**Run 1: wire density map**

Scale bar: 50 µm. The die is cut into 26 by 26 equal tiles; dark blue is low, red is high, scaled to the fullest tile. Values are wire area over tile area, all layers added.
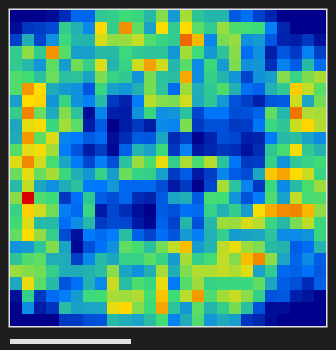
**Run 1: M3 wires**

Scale bar: 50 µm.
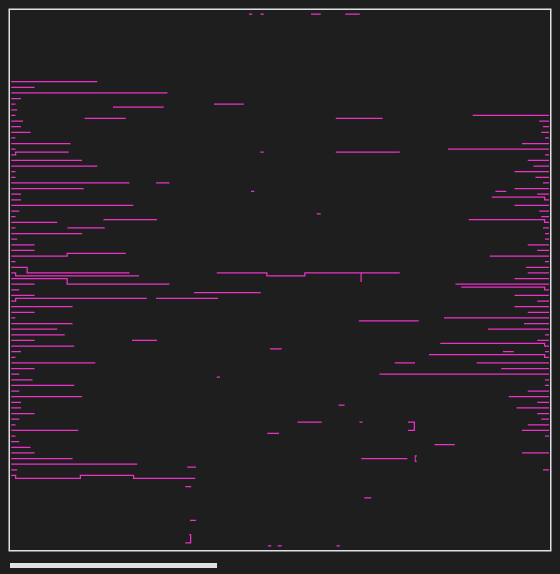
**Run 1: placement by cell class**

Fill, decap, tap and diode cells in grey.
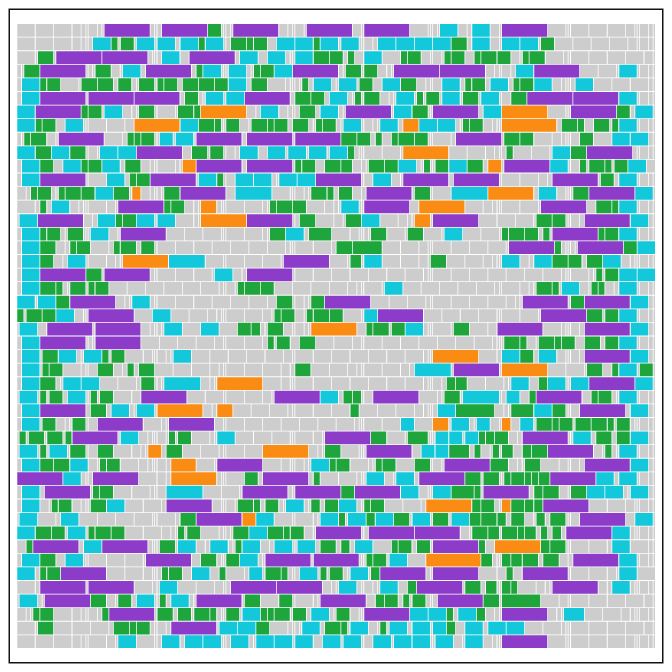
**Run 1: metal 1**

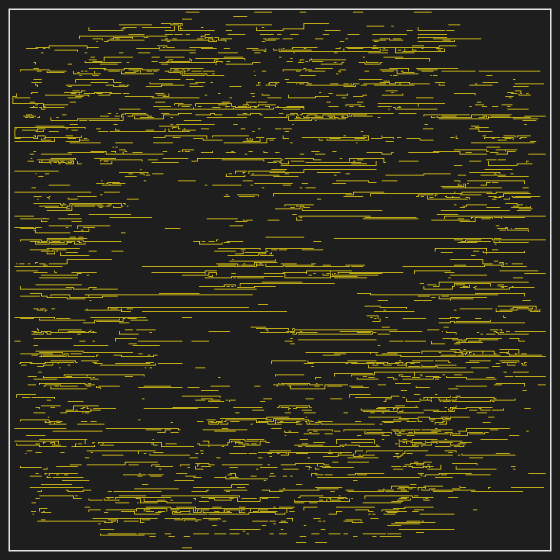
File: src/rtl/id_ex_hazard_reg.sv
// ID/EX pipeline register for the uDLX core.
// Registers the decoded instruction for the execute stage and detects
// load-use hazards against the load currently in EX. On a hazard it loads a
// bubble and asks fetch/decode to hold for one cycle. A saturating counter
// records how many cycles were lost to load-use stalls.
module id_ex_hazard_reg #(
    parameter int DATA_WIDTH     = 32,
    parameter int REG_ADDR_WIDTH = 5,
    parameter int ALU_OP_WIDTH   = 4,
    parameter int CNT_WIDTH      = 16
) (
    input  logic                      clk,
    input  logic                      rst_n,
    input  logic                      id_valid,
    input  logic [DATA_WIDTH-1:0]     id_data_a,
    input  logic [DATA_WIDTH-1:0]     id_data_b,
    input  logic [REG_ADDR_WIDTH-1:0] id_addr_a,
    input  logic [REG_ADDR_WIDTH-1:0] id_addr_b,
    input  logic                      id_rd_a_ena,
    input  logic                      id_rd_b_ena,
    input  logic [DATA_WIDTH-1:0]     id_imm,
    input  logic [REG_ADDR_WIDTH-1:0] id_reg_addr,
    input  logic                      id_reg_wr_ena,
    input  logic                      id_mem_rd_ena,
    input  logic                      id_mem_wr_ena,
    input  logic [ALU_OP_WIDTH-1:0]   id_alu_op,
    input  logic                      flush,
    input  logic                      pipe_stall,
    output logic                      ex_valid,
    output logic [DATA_WIDTH-1:0]     ex_data_alu_a,
    output logic [DATA_WIDTH-1:0]     ex_data_alu_b,
    output logic [REG_ADDR_WIDTH-1:0] ex_addr_alu_a,
    output logic [REG_ADDR_WIDTH-1:0] ex_addr_alu_b,
    output logic [DATA_WIDTH-1:0]     ex_imm,
    output logic [REG_ADDR_WIDTH-1:0] ex_reg_addr,
    output logic                      ex_reg_wr_ena,
    output logic                      ex_mem_rd_ena,
    output logic                      ex_mem_wr_ena,
    output logic [ALU_OP_WIDTH-1:0]   ex_alu_op,
    output logic                      id_stall,
    output logic [CNT_WIDTH-1:0]      lu_stall_cnt
);

    localparam logic [REG_ADDR_WIDTH-1:0] REG_ZERO = {REG_ADDR_WIDTH{1'b0}};

    logic src_a_hit_s;
    logic src_b_hit_s;
    logic ex_is_load_s;
    logic lu_hazard_s;
    logic load_bubble_s;
    logic count_stall_s;

    // Load-use detection: the instruction in decode reads the register the EX load writes.
    always_comb begin
        src_a_hit_s  = id_rd_a_ena & (id_addr_a == ex_reg_addr);
        src_b_hit_s  = id_rd_b_ena & (id_addr_b == ex_reg_addr);
        ex_is_load_s = ex_valid & ex_mem_rd_ena & ex_reg_wr_ena & (ex_reg_addr != REG_ZERO);
        lu_hazard_s  = id_valid & ex_is_load_s & (src_a_hit_s | src_b_hit_s);
    end

    // Per-cycle action decode: global stall beats flush beats load-use hazard.
    always_comb begin
        load_bubble_s = 1'b0;
        count_stall_s = 1'b0;
        id_stall      = 1'b0;
        if (!rst_n) begin
            id_stall = 1'b0;
        end else if (pipe_stall) begin
            id_stall = 1'b1;
        end else if (flush) begin
            load_bubble_s = 1'b1;
        end else if (lu_hazard_s) begin
            load_bubble_s = 1'b1;
            count_stall_s = 1'b1;
            id_stall      = 1'b1;
        end else begin
            // An empty decode slot enters EX as a bubble as well.
            load_bubble_s = ~id_valid;
        end
    end

    // EX stage register: hold on global stall, bubble or capture otherwise.
    always_ff @(posedge clk or negedge rst_n) begin
        if (!rst_n) begin
            ex_valid      <= 1'b0;
            ex_data_alu_a <= {DATA_WIDTH{1'b0}};
            ex_data_alu_b <= {DATA_WIDTH{1'b0}};
            ex_addr_alu_a <= REG_ZERO;
            ex_addr_alu_b <= REG_ZERO;
            ex_imm        <= {DATA_WIDTH{1'b0}};
            ex_reg_addr   <= REG_ZERO;
            ex_reg_wr_ena <= 1'b0;
            ex_mem_rd_ena <= 1'b0;
            ex_mem_wr_ena <= 1'b0;
            ex_alu_op     <= {ALU_OP_WIDTH{1'b0}};
        end else if (pipe_stall) begin
            ex_valid      <= ex_valid;
            ex_data_alu_a <= ex_data_alu_a;
            ex_data_alu_b <= ex_data_alu_b;
            ex_addr_alu_a <= ex_addr_alu_a;
            ex_addr_alu_b <= ex_addr_alu_b;
            ex_imm        <= ex_imm;
            ex_reg_addr   <= ex_reg_addr;
            ex_reg_wr_ena <= ex_reg_wr_ena;
            ex_mem_rd_ena <= ex_mem_rd_ena;
            ex_mem_wr_ena <= ex_mem_wr_ena;
            ex_alu_op     <= ex_alu_op;
        end else if (load_bubble_s) begin
            ex_valid      <= 1'b0;
            ex_data_alu_a <= {DATA_WIDTH{1'b0}};
            ex_data_alu_b <= {DATA_WIDTH{1'b0}};
            ex_addr_alu_a <= REG_ZERO;
            ex_addr_alu_b <= REG_ZERO;
            ex_imm        <= {DATA_WIDTH{1'b0}};
            ex_reg_addr   <= REG_ZERO;
            ex_reg_wr_ena <= 1'b0;
            ex_mem_rd_ena <= 1'b0;
            ex_mem_wr_ena <= 1'b0;
            ex_alu_op     <= {ALU_OP_WIDTH{1'b0}};
        end else begin
            ex_valid      <= 1'b1;
            ex_data_alu_a <= id_data_a;
            ex_data_alu_b <= id_data_b;
            ex_addr_alu_a <= id_addr_a;
            ex_addr_alu_b <= id_addr_b;
            ex_imm        <= id_imm;
            ex_reg_addr   <= id_reg_addr;
            // Writes to R0 are dropped here so the bypass mux never matches R0.
            ex_reg_wr_ena <= id_reg_wr_ena & (id_reg_addr != REG_ZERO);
            ex_mem_rd_ena <= id_mem_rd_ena;
            ex_mem_wr_ena <= id_mem_wr_ena;
            ex_alu_op     <= id_alu_op;
        end
    end

    // Saturating count of cycles lost to load-use bubbles.
    always_ff @(posedge clk or negedge rst_n) begin
        if (!rst_n) begin
            lu_stall_cnt <= {CNT_WIDTH{1'b0}};
        end else if (count_stall_s && (lu_stall_cnt != {CNT_WIDTH{1'b1}})) begin
            lu_stall_cnt <= lu_stall_cnt + CNT_WIDTH'(1);
        end else begin
            lu_stall_cnt <= lu_stall_cnt;
        end
    end

endmodule

File: config.mk
export PLATFORM = sky130hd
export DESIGN_NAME = id_ex_hazard_reg
export DESIGN_NICKNAME = d
export VERILOG_FILES = /design/src/rtl/id_ex_hazard_reg.sv
export SDC_FILE = /design/constraint.sdc
export NUM_CORES = 1
export LEC_CHECK = 0
export ABC_AREA = 0
export CAP_MARGIN = 40
export CORE_UTILIZATION = 40
export DETAILED_ROUTE_END_ITERATION = 8
export PLACE_DENSITY = 0.85
export SYNTH_ARGS = -nofsm -noshare
export SYNTH_HDL_FRONTEND = slang
export SYNTH_SLANG_ARGS = --single-unit
File: constraint.sdc
create_clock -name clk -period 2.6 [get_ports clk]
set_input_delay 0.26 -clock clk [delete_from_list [all_inputs] [get_ports clk]]
set_output_delay 0.26 -clock clk [all_outputs]
set_load 0.05 [all_outputs]
==> flow_summary.ini, run 1 <==
; physical design summary
[layout]
signal_buffers = 279
inverters = 118
top_area_cell_class = flip-flops and latches
final_layout_top_logic_cells = clkdlybuf4s50_1 (257), dfrtp_1 (135), inv_1 (118)
seqAreaFraction_pct = 33.7
diodes = 0
fin_nets = 996
drive_above_1_share_pct = 19.6
stdcell_count = 1099
register_area_um2 = 3380
clk_share_pct = 5.87
design_area_um2 = 10000
largestRegisters = ex_data_alu_a (32), ex_data_alu_b (32), ex_imm (32)

[power]
cellLeakagePower_nw = 4.56
seq-power_mw = 2.41
clkPwrFrac_pct = 36.0
power.density_nw_per_um2 = 669
power.internal_mw = 4.44
peakVddDrop_mv = 0.435
pwr-share-seq_pct = 36.0
p_clk_mw = 2.41
power.group.top = registers

[synthesis]
synth.net_count = 739
xor_share_pct = 3.31
synth_warnings = 0
synth-edff-count = 0
synth.area.mux_share_pct = 0.170
yosys_area_um2 = 6610
synth_cell_types = 38
synthAoiAreaFrac_pct = 29.4
async_flop_share_pct = 100
top_cells_by_count = dfrtp_1 (135), inv_1 (118), a22oi_1 (117)
top_area_share_pct = 51.1
topCellsByArea = dfrtp_1 (51%), o21ai_2 (14%), a22oi_1 (13%)
syn-mean-instance-area_um2 = 10.8

[grt]
grt_pass1_vias = 5481
busiest_layer = met2
grt_max_degree = 84
grt_pass1_wl_um = 28600
met2_usage_pct = 36.3
overflow = 0

[drt]
vias_per_cell = 5.04
wirelength_met1_um = 7580
dr.max_layer_used = met4
drtIter0Drc = 252
final_antenna_net_count = 0
dr.pass1.iters = 4

[worst_setup_path]
crit_chain = or4_1 -> o21ai_2 -> nor3_1 -> o21a_1 -> buf_4
rrSetupSlack_ps = 460
worst_path_max_delay_cell = or4_1
r2r-end = lu_stall_cnt[7]
worstRegToRegCells = 6
crit_path_start_kind = flop
crit_required_ps = 2340
timing.rr.start = ex_reg_addr[3]
arrival_ps = 2180

[clock_tree]
worstSkewPairLatency_ps = 420
clk_pin_slew_ps = 60
cts_tree = yes
post-cts-setup-buffers = 0

[placement]
routabilityCongestion = 0.748
dpl_worst_slack_ps = 216
io_buffers = 260

[min_path]
hold_end = lu_stall_cnt[14]
worstHoldPathCells = 6

[sta]
hold_viol = 0
timing.final.ws_setup_ps = 164
layout_min_cycle_time_ps = 2440
hold_slack_ps = 412

[outcome]
outcome = finished clean

[job]
warning_count = 26

[die]
die_height_um = 131
initial_core_util_pct = 41.3
## Picture notes: 'wire density map'
- emptiest ninth of the die: centre
- fullest tile: 0.46
- mean over tiles: 0.18
final wirelength: 18600 µm
Tot GR Track Use: 22.0%
Avg WL per Cell: 16.9 µm

## Picture notes: 'M3 wires'
- main direction: horizontal
- wire length on this layer: 1420 µm
Via Count: 5534
GRT met3 Usage: 7.25%

## Picture notes: 'placement by cell class'
- green: all other logic (cells 437)
- orange: clock drivers and dummy loads (cells 32)
- purple: flip-flops (cells 135)
- cyan: other buffers and delay cells (cells 279)
utilization after layout: 62.6%
core area: 16000 µm²
Row Count: 46

## Picture notes: 'metal 1'
- main direction: horizontal
- share of all routed wire: 41%
- nets with wire on the layer: 840
- wire length on this layer: 7580 µm
- longest straight run: 40.5 µm
grt met1 use: 26.5%

**Run 1: clock wiring as the flow saved it**

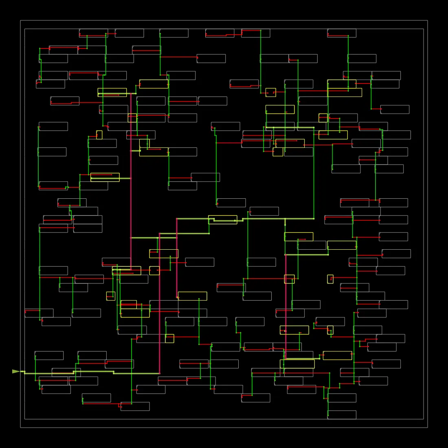

## Run 2: what changed since run 1
--- a/config.mk
+++ b/config.mk
@@ -7,6 +7,7 @@
 export LEC_CHECK = 0
 export ABC_AREA = 0
 export CAP_MARGIN = 40
+export CORE_MARGIN = 2
 export CORE_UTILIZATION = 40
 export DETAILED_ROUTE_END_ITERATION = 8
 export PLACE_DENSITY = 0.85
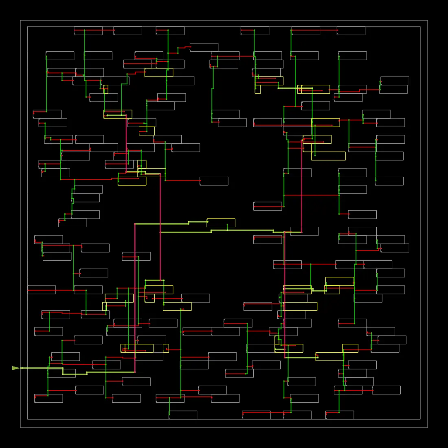
**Above:** run 2 (clock wiring as the flow saved it).
clk sinks: 135
Layout Skew: 7.47 ps

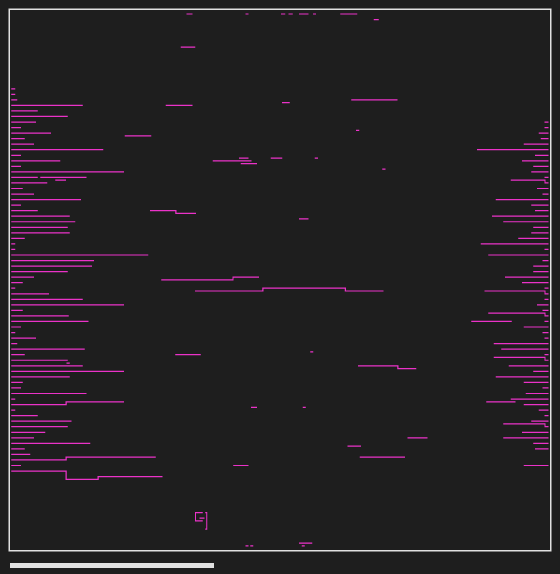
**Above:** run 2 (M3 wires).
Scale bar: 50 µm.
GRT met3 Usage: 6.82%
final wirelength: 18700 µm

==> run 2 against run 1 <==
  * Critical path depth up 1
  * Hold slack worse by 190 ps
  * Clock skew down 5.2 ps
  * Final cell count up 1.4%
  * Register-to-register slack worse by 80 ps
  * Via count up 1.8%
  * Sequential power about the same
  * Power down 0.26%
  * Setup slack worse by 39 ps
==> flow_summary.ini, run 2 <==
; physical design summary
[grt]
grt_pass1_vias = 5899
overflow = 0
met2_usage_pct = 36.2
grt_pass1_wl_um = 30600
grtUsageMet1_pct = 26.0

[worst_setup_path]
arrival_ps = 2210
timing.rr.start = ex_reg_addr[3]
crit_chain = or4_1 -> o21ai_1 -> buf_4 -> nor3_1 -> o21a_1 -> buf_4
rrSetupSlack_ps = 380
worstRegToRegCells = 8

[drt]
wirelength_met1_um = 7610
final_antenna_net_count = 0
vias_per_cell = 5.05
dr.pass1.iters = 4
drtIter0Drc = 283

[power]
power.density_nw_per_um2 = 662
power.group.top = registers
seq-power_mw = 2.41
clkPwrFrac_pct = 35.6
p_clk_mw = 2.38
peakVddDrop_mv = 0.408

[die]
row_count = 47
initial_core_util_pct = 40.4

[placement]
io_buffers = 260
routabilityCongestion = 0.761

[synthesis]
async_flop_share_pct = 100
synth-edff-count = 0
synth_warnings = 0
syn-mean-instance-area_um2 = 10.8
top_area_share_pct = 51.1
xor_share_pct = 3.31
synth.net_count = 739
yosys_area_um2 = 6610
topCellsByArea = dfrtp_1 (51%), o21ai_2 (14%), a22oi_1 (13%)
synth_cell_types = 38

[layout]
seqAreaFraction_pct = 33.5
drive_above_1_share_pct = 19.9
design_area_um2 = 10100
stdcell_count = 1114
register_area_um2 = 3380
utilization_pct = 61.7
clk_share_pct = 5.74
largestRegisters = ex_data_alu_a (32), ex_data_alu_b (32), ex_imm (32)
final_layout_top_logic_cells = clkdlybuf4s50_1 (257), dfrtp_1 (135), inv_1 (118)
diodes = 0

[sta]
layout_min_cycle_time_ps = 2470
hold_slack_ps = 221
hold_viol = 0

[clock_tree]
cts_tree = yes
worstSkewPairLatency_ps = 420

[outcome]
outcome = finished clean
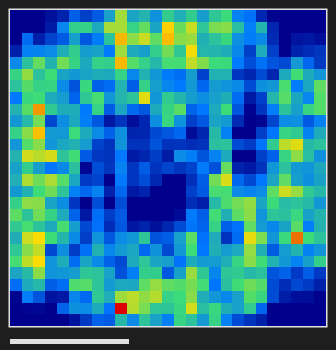
**Above:** run 2 (wire density map).
Scale bar: 50 µm. The die is cut into 27 by 27 equal tiles; dark blue is low, red is high, scaled to the fullest tile. Values are wire area over tile area, all layers added.
- fullest tile: 0.55
- nearly empty tiles: 8.8%
- mean over tiles: 0.17
Tot GR Track Use: 21.8%
Via Count: 5631
Avg WL per Cell: 16.8 µm

**Run 2: metal 1**

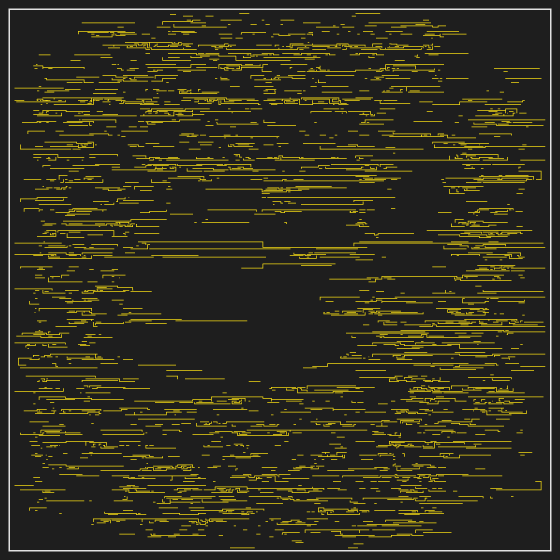

## Run 3: what changed since run 2
==> constraint.sdc (replaced) <==
create_clock -name clk -period 2.6 [get_ports clk]
set_input_delay 0.26 -clock clk [delete_from_list [all_inputs] [get_ports clk]]
set_output_delay 0.26 -clock clk [all_outputs]
set_load 0.01 [all_outputs]
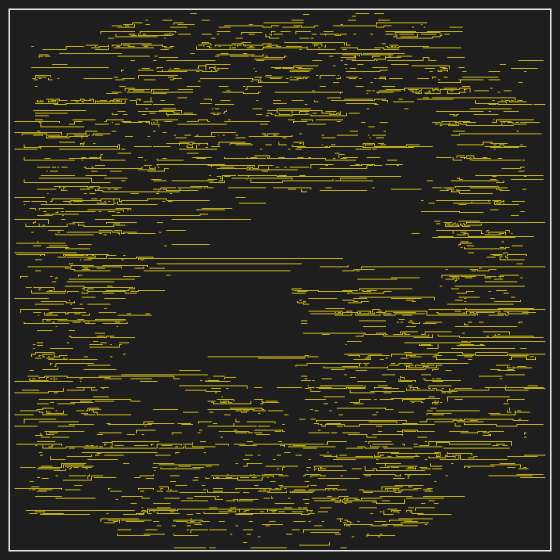
**Above:** run 3 (metal 1).
- main direction: horizontal
- share of all routed wire: 41%
- wire length on this layer: 7510 µm
grt met1 use: 26.0%
final wirelength: 18500 µm

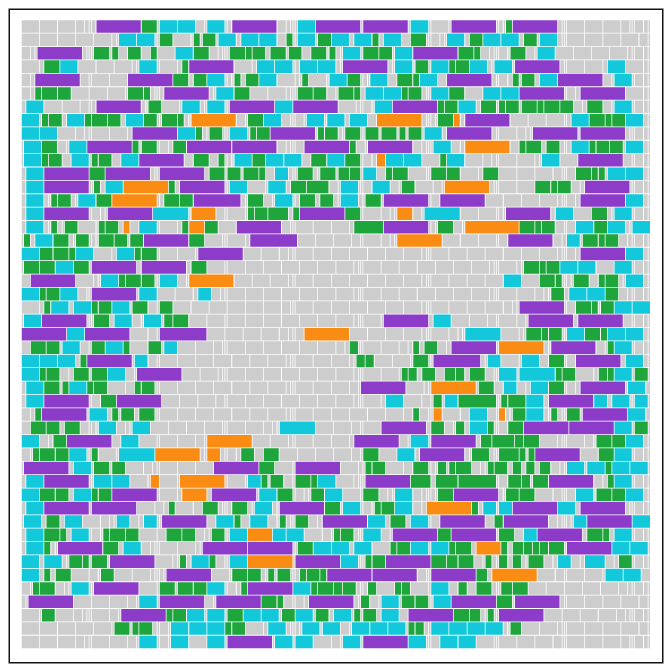
**Above:** run 3 (placement by cell class).
Fill, decap, tap and diode cells in grey.
Row Count: 47
core area: 16300 µm²

==> run 3 against run 2 <==
  * Fmax increased by 3.2%
  * Utilization decreased by 0.24 points
  * Final cell count decreased by 0.45%
  * Clock skew increased by 2.9 ps
  * Via count decreased by 0.83%
  * Non-clock buffer count decreased by 4
  * Cell area decreased by 0.40%
  * Synthesized area unchanged
  * Sequential power about the same
  * Critical path type unchanged
  * Critical endpoint unchanged
==> flow_summary.ini, run 3 <==
; physical design summary
[outcome]
outcome = finished clean

[worst_setup_path]
crit_path_start_kind = flop
arrival_ps = 2140
crit_chain = or4_4 -> o21ai_2 -> nor3_2 -> o21a_1 -> clkdlybuf4s15_1
timing.rr.start = ex_reg_addr[4]
worst_path_max_delay_cell = or4_4
critPathMaxStageDelay_ps = 590
rrSetupSlack_ps = 340
critical_path_class = reg2out
worstRegToRegCells = 8

[layout]
nonClkBufAreaFrac_pct = 28.6
utilization_pct = 61.5
register_area_um2 = 3380
clk_share_pct = 5.59
clock_buffers = 24
signal_buffers = 286
seqAreaFraction_pct = 33.6
inverters = 118
final_layout_top_logic_cells = clkdlybuf4s50_1 (257), dfrtp_1 (131), inv_1 (118)
design_area_um2 = 10100
largestRegisters = ex_data_alu_a (32), ex_data_alu_b (32), ex_imm (32)
stdcell_count = 1109
diodes = 0
drive_above_1_share_pct = 20.4

[die]
io_pins = 261
initial_core_util_pct = 40.4
die_height_um = 133

[grt]
grt_use_total_pct = 21.3
met2_usage_pct = 35.5
overflow = 0
busiest_layer = met2
grt_pass1_vias = 5787
grt_pass1_wl_um = 29900

[power]
seq-power_mw = 2.41
peakVddDrop_mv = 0.448
power.group.top = registers
comb_power_mw = 1.29
clkPwrFrac_pct = 38.3
cellLeakagePower_nw = 4.58
power_frac_comb_pct = 21.5
power.density_nw_per_um2 = 597
p_clk_mw = 2.30

[sta]
tightestPinTransition_ps = 737
hold_viol = 0
layout_min_cycle_time_ps = 2400
hold_slack_ps = 198
setup_viol = 0
relSlewSlack_pct = 50.9
clock_skew_ps = 10.4
period_used_pct = 92.3

[synthesis]
xor_share_pct = 3.31
top_area_share_pct = 51.1
async_flop_share_pct = 100
synth.area.mux_share_pct = 0.170
synth.net_count = 739
topCellsByArea = dfrtp_1 (51%), o21ai_2 (14%), a22oi_1 (13%)
yosys_area_um2 = 6610
synthFlopType = dfrtp_1
synth-edff-count = 0
syn-mean-instance-area_um2 = 10.8
synth_cell_types = 38
synth_warnings = 0

[placement]
routabilityCongestion = 0.777
io_buffers = 260

[drt]
vias_per_cell = 5.04
drtIter0Drc = 351
dr.pass1.iters = 6
wl_per_cell_um = 16.7
wirelength_met1_um = 7510
final_antenna_net_count = 0

[min_path]
hold_end = ex_data_alu_b[18]
worstHoldPathCells = 3

[clock_tree]
cts_tree = yes
clk_pin_slew_ps = 60
h-tree-depth = 4
worstSkewPairLatency_ps = 420
clock_sinks = 135

[job]
warning_count = 26
maxCapViolations = 0
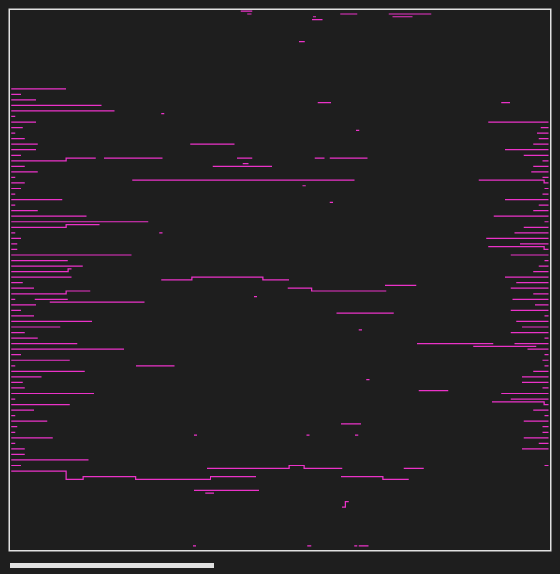
**Above:** run 3 (M3 wires).
Scale bar: 50 µm.
- longest straight run: 54.3 µm
- share of all routed wire: 7.4%
- main direction: horizontal
- wire length on this layer: 1360 µm
Via Count: 5584
GRT met3 Usage: 6.78%

Power figures rest on the tool's default switching activity, not on a simulated workload.
